### config.mk
export PLATFORM = sky130hd
export DESIGN_NAME = imem_uart_loader
export DESIGN_NICKNAME = d
export VERILOG_FILES = /design/src/rtl/imem_loader_pkg.sv /design/src/rtl/imem_uart_loader_uart_rx.sv /design/src/rtl/imem_uart_loader.sv
export SDC_FILE = /design/constraint.sdc
export NUM_CORES = 1
export LEC_CHECK = 0
export CORE_AREA = 2 2 129 156
export DETAILED_ROUTE_END_ITERATION = 8
export DIE_AREA = 0 0 131 158
export DONT_BUFFER_PORTS = 1
export PLACE_DENSITY = 0.48
export SETUP_SLACK_MARGIN = 0.5
export SYNTH_ARGS = -nofsm -noshare
export SYNTH_HDL_FRONTEND = slang
export SYNTH_HIERARCHICAL = 1
export SYNTH_SLANG_ARGS = --single-unit
export TNS_END_PERCENT = 20
### constraint.sdc
create_clock -name clk -period 3.5 [get_ports clk]
set_clock_uncertainty 0.05 [all_clocks]
set_input_delay 0.7 -clock clk [delete_from_list [all_inputs] [get_ports clk]]
set_output_delay 0.7 -clock clk [all_outputs]
set_load 0.005 [all_outputs]
### src/rtl/imem_loader_pkg.sv
// ============================================================================
// Module : imem_loader_pkg
// Brief  : Shared constants for the UART instruction-memory boot loader.
// Rev    : 1.0
// ============================================================================
`default_nettype none

package imem_loader_pkg;

  localparam logic [7:0] SYNC_BYTE = 8'hA5;

  typedef logic [2:0] loader_state_t;

  localparam loader_state_t ST_IDLE = 3'd0;
  localparam loader_state_t ST_LEN0 = 3'd1;
  localparam loader_state_t ST_LEN1 = 3'd2;
  localparam loader_state_t ST_DATA = 3'd3;
  localparam loader_state_t ST_CSUM = 3'd4;
  localparam loader_state_t ST_DONE = 3'd5;
  localparam loader_state_t ST_ERR  = 3'd6;

  // Clock cycles per UART bit, truncated.
  function automatic int unsigned bit_divisor(input int unsigned clk_mhz,
                                              input int unsigned baud);
    return (clk_mhz * 32'd1_000_000) / baud;
  endfunction

endpackage

`default_nettype wire

### src/rtl/imem_uart_loader_uart_rx.sv
// ============================================================================
// Module : uart_rx
// Brief  : 8N1 UART receiver with synchronizer, glitch-checked start bit,
//          byte-valid and frame-error pulses at the stop-bit centre.
// Rev    : 1.0
// ============================================================================
`default_nettype none

module uart_rx
  import imem_loader_pkg::*;
#(
  parameter int CLK_FREQ = 27,
  parameter int BAUD     = 115200
) (
  input  logic       clk,
  input  logic       rst_i,
  input  logic       rx_i,
  output logic [7:0] byte_o,
  output logic       byte_valid_o,
  output logic       frame_err_o
);

  localparam int unsigned DIV  = bit_divisor(CLK_FREQ, BAUD);
  localparam int unsigned HALF = DIV / 2;
  localparam int          CW   = $clog2(DIV);

  localparam logic [1:0] RX_IDLE  = 2'd0;
  localparam logic [1:0] RX_START = 2'd1;
  localparam logic [1:0] RX_DATA  = 2'd2;
  localparam logic [1:0] RX_STOP  = 2'd3;

  logic          meta_q, sync_q, prev_q;
  logic [1:0]    state_q, state_d;
  logic [CW-1:0] cnt_q, cnt_d;
  logic [2:0]    bit_q, bit_d;
  logic [7:0]    shift_q, shift_d;
  logic          valid_q, valid_d;
  logic          ferr_q, ferr_d;

  logic w_full_bit, w_half_bit;

  assign w_full_bit = (cnt_q == CW'(DIV - 1));
  assign w_half_bit = (cnt_q == CW'(HALF - 1));

  always_comb begin
    state_d = state_q;
    cnt_d   = cnt_q;
    bit_d   = bit_q;
    shift_d = shift_q;
    valid_d = 1'b0;
    ferr_d  = 1'b0;
    case (state_q)
      RX_IDLE: begin
        cnt_d = '0;
        bit_d = '0;
        if (prev_q && !sync_q) state_d = RX_START;
      end
      RX_START: begin
        if (w_half_bit) begin
          cnt_d   = '0;
          state_d = sync_q ? RX_IDLE : RX_DATA;
        end else begin
          cnt_d = cnt_q + 1'b1;
        end
      end
      RX_DATA: begin
        if (w_full_bit) begin
          cnt_d   = '0;
          shift_d = {sync_q, shift_q[7:1]};
          bit_d   = bit_q + 3'd1;
          if (bit_q == 3'd7) state_d = RX_STOP;
        end else begin
          cnt_d = cnt_q + 1'b1;
        end
      end
      default: begin
        if (w_full_bit) begin
          state_d = RX_IDLE;
          valid_d = sync_q;
          ferr_d  = !sync_q;
        end else begin
          cnt_d = cnt_q + 1'b1;
        end
      end
    endcase
  end

  always_ff @(posedge clk or posedge rst_i) begin
    if (rst_i) begin
      meta_q  <= 1'b1;
      sync_q  <= 1'b1;
      prev_q  <= 1'b1;
      state_q <= RX_IDLE;
      cnt_q   <= '0;
      bit_q   <= '0;
      shift_q <= '0;
      valid_q <= 1'b0;
      ferr_q  <= 1'b0;
    end else begin
      meta_q  <= rx_i;
      sync_q  <= meta_q;
      prev_q  <= sync_q;
      state_q <= state_d;
      cnt_q   <= cnt_d;
      bit_q   <= bit_d;
      shift_q <= shift_d;
      valid_q <= valid_d;
      ferr_q  <= ferr_d;
    end
  end

  assign byte_o       = shift_q;
  assign byte_valid_o = valid_q;
  assign frame_err_o  = ferr_q;

endmodule

`default_nettype wire

### src/rtl/imem_uart_loader.sv
// ============================================================================
// Module : imem_uart_loader
// Brief  : UART boot loader writing a framed image into instruction memory and
//          holding the core in reset until it is complete. Optional checksum
//          stage enabled by defining LOADER_CHECKSUM_EN.
// Rev    : 1.0
// ============================================================================
`default_nettype none

module imem_uart_loader
  import imem_loader_pkg::*;
#(
  parameter int CLK_FREQ   = 27,
  parameter int BAUD       = 115200,
  parameter int ADDR_WIDTH = 10
) (
  input  logic                  clk,
  input  logic                  rst_i,
  input  logic                  uart_rx,
  output logic                  imem_we,
  output logic [ADDR_WIDTH-1:0] imem_addr,
  output logic [31:0]           imem_wdata,
  output logic                  core_rst_o,
  output logic                  done,
  output logic                  err
);

  localparam int unsigned CAP = 32'd1 << ADDR_WIDTH;

  logic [7:0] w_rx_byte;
  logic       w_rx_valid, w_rx_ferr;

  uart_rx #(
    .CLK_FREQ (CLK_FREQ),
    .BAUD     (BAUD)
  ) u_uart_rx (
    .clk          (clk),
    .rst_i        (rst_i),
    .rx_i         (uart_rx),
    .byte_o       (w_rx_byte),
    .byte_valid_o (w_rx_valid),
    .frame_err_o  (w_rx_ferr)
  );

  loader_state_t         state_q, state_d;
  logic [7:0]            len_lo_q, len_lo_d;
  logic [15:0]           len_q, len_d;
  logic [15:0]           idx_q, idx_d;
  logic [1:0]            bcnt_q, bcnt_d;
  logic [23:0]           asm_q, asm_d;
  logic                  we_q, we_d;
  logic [ADDR_WIDTH-1:0] addr_q, addr_d;
  logic [31:0]           wdata_q, wdata_d;
  logic                  done_q, done_d;
  logic                  err_q, err_d;
  logic                  core_rst_q, core_rst_d;
`ifdef LOADER_CHECKSUM_EN
  logic [7:0]            csum_q, csum_d;
`endif

  logic [15:0] w_len;
  logic [15:0] w_idx_next;

  assign w_len      = {w_rx_byte, len_lo_q};
  assign w_idx_next = idx_q + 16'd1;

  always_comb begin
    state_d    = state_q;
    len_lo_d   = len_lo_q;
    len_d      = len_q;
    idx_d      = idx_q;
    bcnt_d     = bcnt_q;
    asm_d      = asm_q;
    we_d       = 1'b0;
    addr_d     = addr_q;
    wdata_d    = wdata_q;
    done_d     = done_q;
    err_d      = err_q;
    core_rst_d = core_rst_q;
`ifdef LOADER_CHECKSUM_EN
    csum_d     = csum_q;
`endif
    if (w_rx_ferr && state_q != ST_DONE) begin
      state_d = ST_ERR;
      err_d   = 1'b1;
    end else if (w_rx_valid) begin
`ifdef LOADER_CHECKSUM_EN
      csum_d = csum_q ^ w_rx_byte;
`endif
      case (state_q)
        ST_IDLE, ST_ERR: begin
          if (w_rx_byte == SYNC_BYTE) begin
            state_d = ST_LEN0;
            err_d   = 1'b0;
            idx_d   = '0;
            bcnt_d  = '0;
`ifdef LOADER_CHECKSUM_EN
            csum_d  = '0;
`endif
          end
        end
        ST_LEN0: begin
          len_lo_d = w_rx_byte;
          state_d  = ST_LEN1;
        end
        ST_LEN1: begin
          len_d = w_len;
          if (w_len == 16'd0) begin
`ifdef LOADER_CHECKSUM_EN
            state_d = ST_CSUM;
`else
            state_d    = ST_DONE;
            done_d     = 1'b1;
            core_rst_d = 1'b0;
`endif
          end else if ({16'd0, w_len} > CAP) begin
            state_d = ST_ERR;
            err_d   = 1'b1;
          end else begin
            state_d = ST_DATA;
          end
        end
        ST_DATA: begin
          // Bytes arrive little-endian; the first three wait in asm_q.
          asm_d  = {w_rx_byte, asm_q[23:8]};
          bcnt_d = bcnt_q + 2'd1;
          if (bcnt_q == 2'd3) begin
            we_d    = 1'b1;
            addr_d  = idx_q[ADDR_WIDTH-1:0];
            wdata_d = {w_rx_byte, asm_q};
            idx_d   = w_idx_next;
            if (w_idx_next == len_q) begin
`ifdef LOADER_CHECKSUM_EN
              state_d = ST_CSUM;
`else
              state_d    = ST_DONE;
              done_d     = 1'b1;
              core_rst_d = 1'b0;
`endif
            end
          end
        end
`ifdef LOADER_CHECKSUM_EN
        ST_CSUM: begin
          if (w_rx_byte == csum_q) begin
            state_d    = ST_DONE;
            done_d     = 1'b1;
            core_rst_d = 1'b0;
          end else begin
            state_d = ST_ERR;
            err_d   = 1'b1;
          end
        end
`endif
        default: begin
        end
      endcase
    end
  end

  always_ff @(posedge clk or posedge rst_i) begin
    if (rst_i) begin
      state_q    <= ST_IDLE;
      len_lo_q   <= '0;
      len_q      <= '0;
      idx_q      <= '0;
      bcnt_q     <= '0;
      asm_q      <= '0;
      we_q       <= 1'b0;
      addr_q     <= '0;
      wdata_q    <= '0;
      done_q     <= 1'b0;
      err_q      <= 1'b0;
      core_rst_q <= 1'b1;
`ifdef LOADER_CHECKSUM_EN
      csum_q     <= '0;
`endif
    end else begin
      state_q    <= state_d;
      len_lo_q   <= len_lo_d;
      len_q      <= len_d;
      idx_q      <= idx_d;
      bcnt_q     <= bcnt_d;
      asm_q      <= asm_d;
      we_q       <= we_d;
      addr_q     <= addr_d;
      wdata_q    <= wdata_d;
      done_q     <= done_d;
      err_q      <= err_d;
      core_rst_q <= core_rst_d;
`ifdef LOADER_CHECKSUM_EN
      csum_q     <= csum_d;
`endif
    end
  end

  assign imem_we    = we_q;
  assign imem_addr  = addr_q;
  assign imem_wdata = wdata_q;
  assign core_rst_o = core_rst_q;
  assign done       = done_q;
  assign err        = err_q;

endmodule

`default_nettype wire

==> run summary <==
run results: hold path depth 0, startpoint types flop, met1 WL between 6000 and 7000 µm, Max-Cap Viols 0, HP Class input pin to flop, Non-clock buffers 8, Lkg Pwr 0.00352 µW, R2R Path Start idx_q[0], Sw Pwr a little under 1000 µW, Commonest Layout Cell dfrtp_1, mean post-synth cell area roughly 11 µm², Worst EP required approximately 3.8 ns, status complete, no violations, Yosys Chip Area 0.00662 mm², busiest grt layer met2, internal power about 2800 µW, global-route wire length before repair approximately 23000 µm, worst slew pin tran 1.00 ns, Top Consumer registers, Post-DP HPWL around 9800 µm, dominant kind of cell by area flip-flops and latches, vias per cell 5.06, DRC 0, TritonCTS clock tree yes, Period minus WS final 2.73 ns, Signal inverters 14, sequential area share after synthesis around 53%, grt ovf 0, clock root cell clkbuf_16, final worst setup slack just under 0.8 ns, met1 GRT Util a little under a fifth, area leader, netlist dfrtp_1, EDFF count, synth 0, Antenna Diode Count 0, # Taps approximately 260
## through the flow
stage	cells	total power (µW)	util, %	cell area, µm²	hold WS [ns]
2_1_floorplan	607	1970	-	6620	0.295
3_3_place_gp	843	2020	35.6	6850	0.298
3_5_place_dp	843	2020	35.6	6850	0.297
4_1_cts	875	3810	38.6	7430	0.208
5_1_grt	875	3930	38.6	7430	0.202
6_report	875	3740	38.6	7430	0.230
## synth_stat cells (7+ instances only)
library cell    n
dfrtp_1       137
nand2_1       110
mux2_2         71
nor2_1         25
o21ai_0        24
nand3_1        17
a21oi_1        13
buf_2          13
inv_1          13
xnor2_1        13
clkbuf_1       12
xor2_1         12
nand4_1        11
nor3_1         10
ha_1            7
nor2b_1         7
o211ai_1        7
## sequential cells by signal (all words and copies together) (netlist names), 2 cells and up
| name | count |
|---|---|
| imem_wdata | 32 |
| asm_q | 24 |
| u_uart_rx/cnt_q | 8 |
| u_uart_rx/byte_o | 8 |
| imem_addr | 10 |
| state_q | 3 |
| bcnt_q | 2 |
| u_uart_rx/state_q | 2 |
| len_lo_q | 8 |
| idx_q | 16 |
| len_q | 16 |
| u_uart_rx/bit_q | 3 |
## worst max-delay path, cell delays in order (launching register included)
cell	delay, ns
dfrtp_1	0.47
ha_1	0.34
nand3_1	0.20
nor4_1	0.46
mux2i_1	0.23
nand4_1	0.10
nor3_1	0.20
nand4_2	0.21
a221o_1	0.35
## kinds of logic (layout without fill, tap and decap cells)
group | after synthesis | after routing | synth area share (%)
XOR/XNOR | 25 | 25 | 3.31
AND-OR/OR-AND | 82 | 82 | 8.26
buffers and inverters | 47 | 54 | 3.29
adder cells (fa/ha/maj) | 8 | 8 | 1.47
flip-flops | 141 | 141 | 53.4
multiplexers | 77 | 77 | 13.1
AND/OR/NAND/NOR | 227 | 227 | 17.2
congestion_map.png
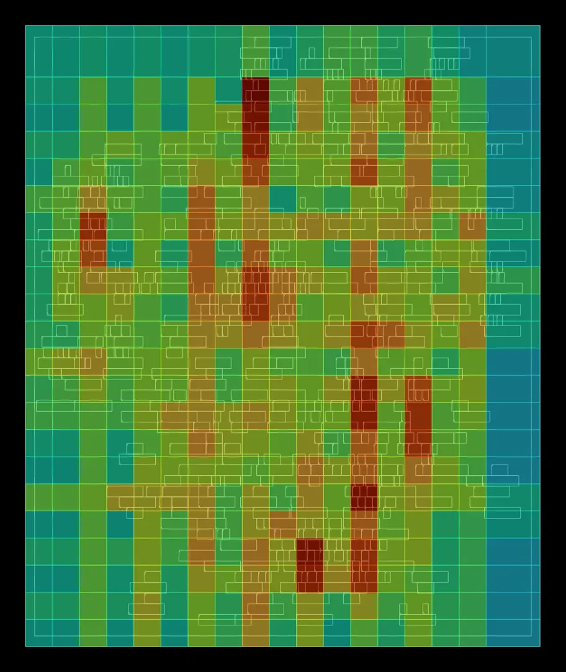
total track usage: 14.7%
met3 Use GR: 3.89%

class_map.png
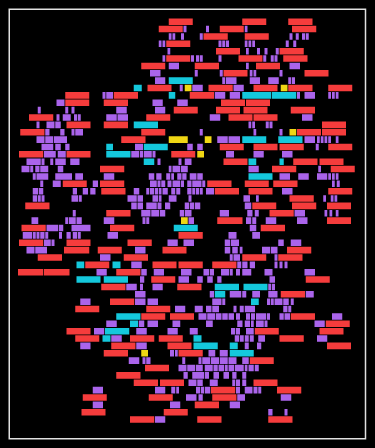
Cyan marks clock drivers and dummy loads, cells 32. Yellow marks remaining buffers and delay cells, cells 8. Purple marks remaining logic cells, cells 433. Red marks registers, cells 141.
sequential share of cell area: 47.6%
Final Util: 38.6%

floorplan.png
The bar under the picture is 50 µm long. Pins as bars on the die edge.
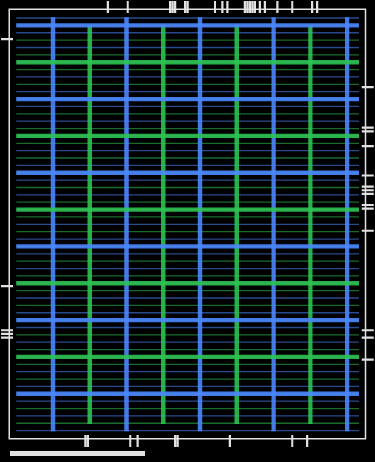
Blue marks VSS. Green marks VDD.
9 straps on met4. 57 met1 rails follow the rows.
chip height: 158 µm
Die Wd: 131 µm
VDD IR max: 0.376 mV
core footprint: 0.0193 mm²

port_trees.png
The bar under the picture is 50 µm long.
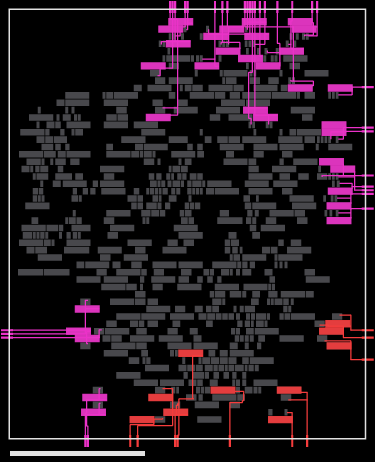
Magenta marks imem_wdata, direction output, end cells 32, wire 773 µm. Red marks imem_addr, direction output, end cells 10, wire 230 µm.
number of port buffers: 0
I/O pin total: 49

Power is estimated from default activity; no workload was simulated.
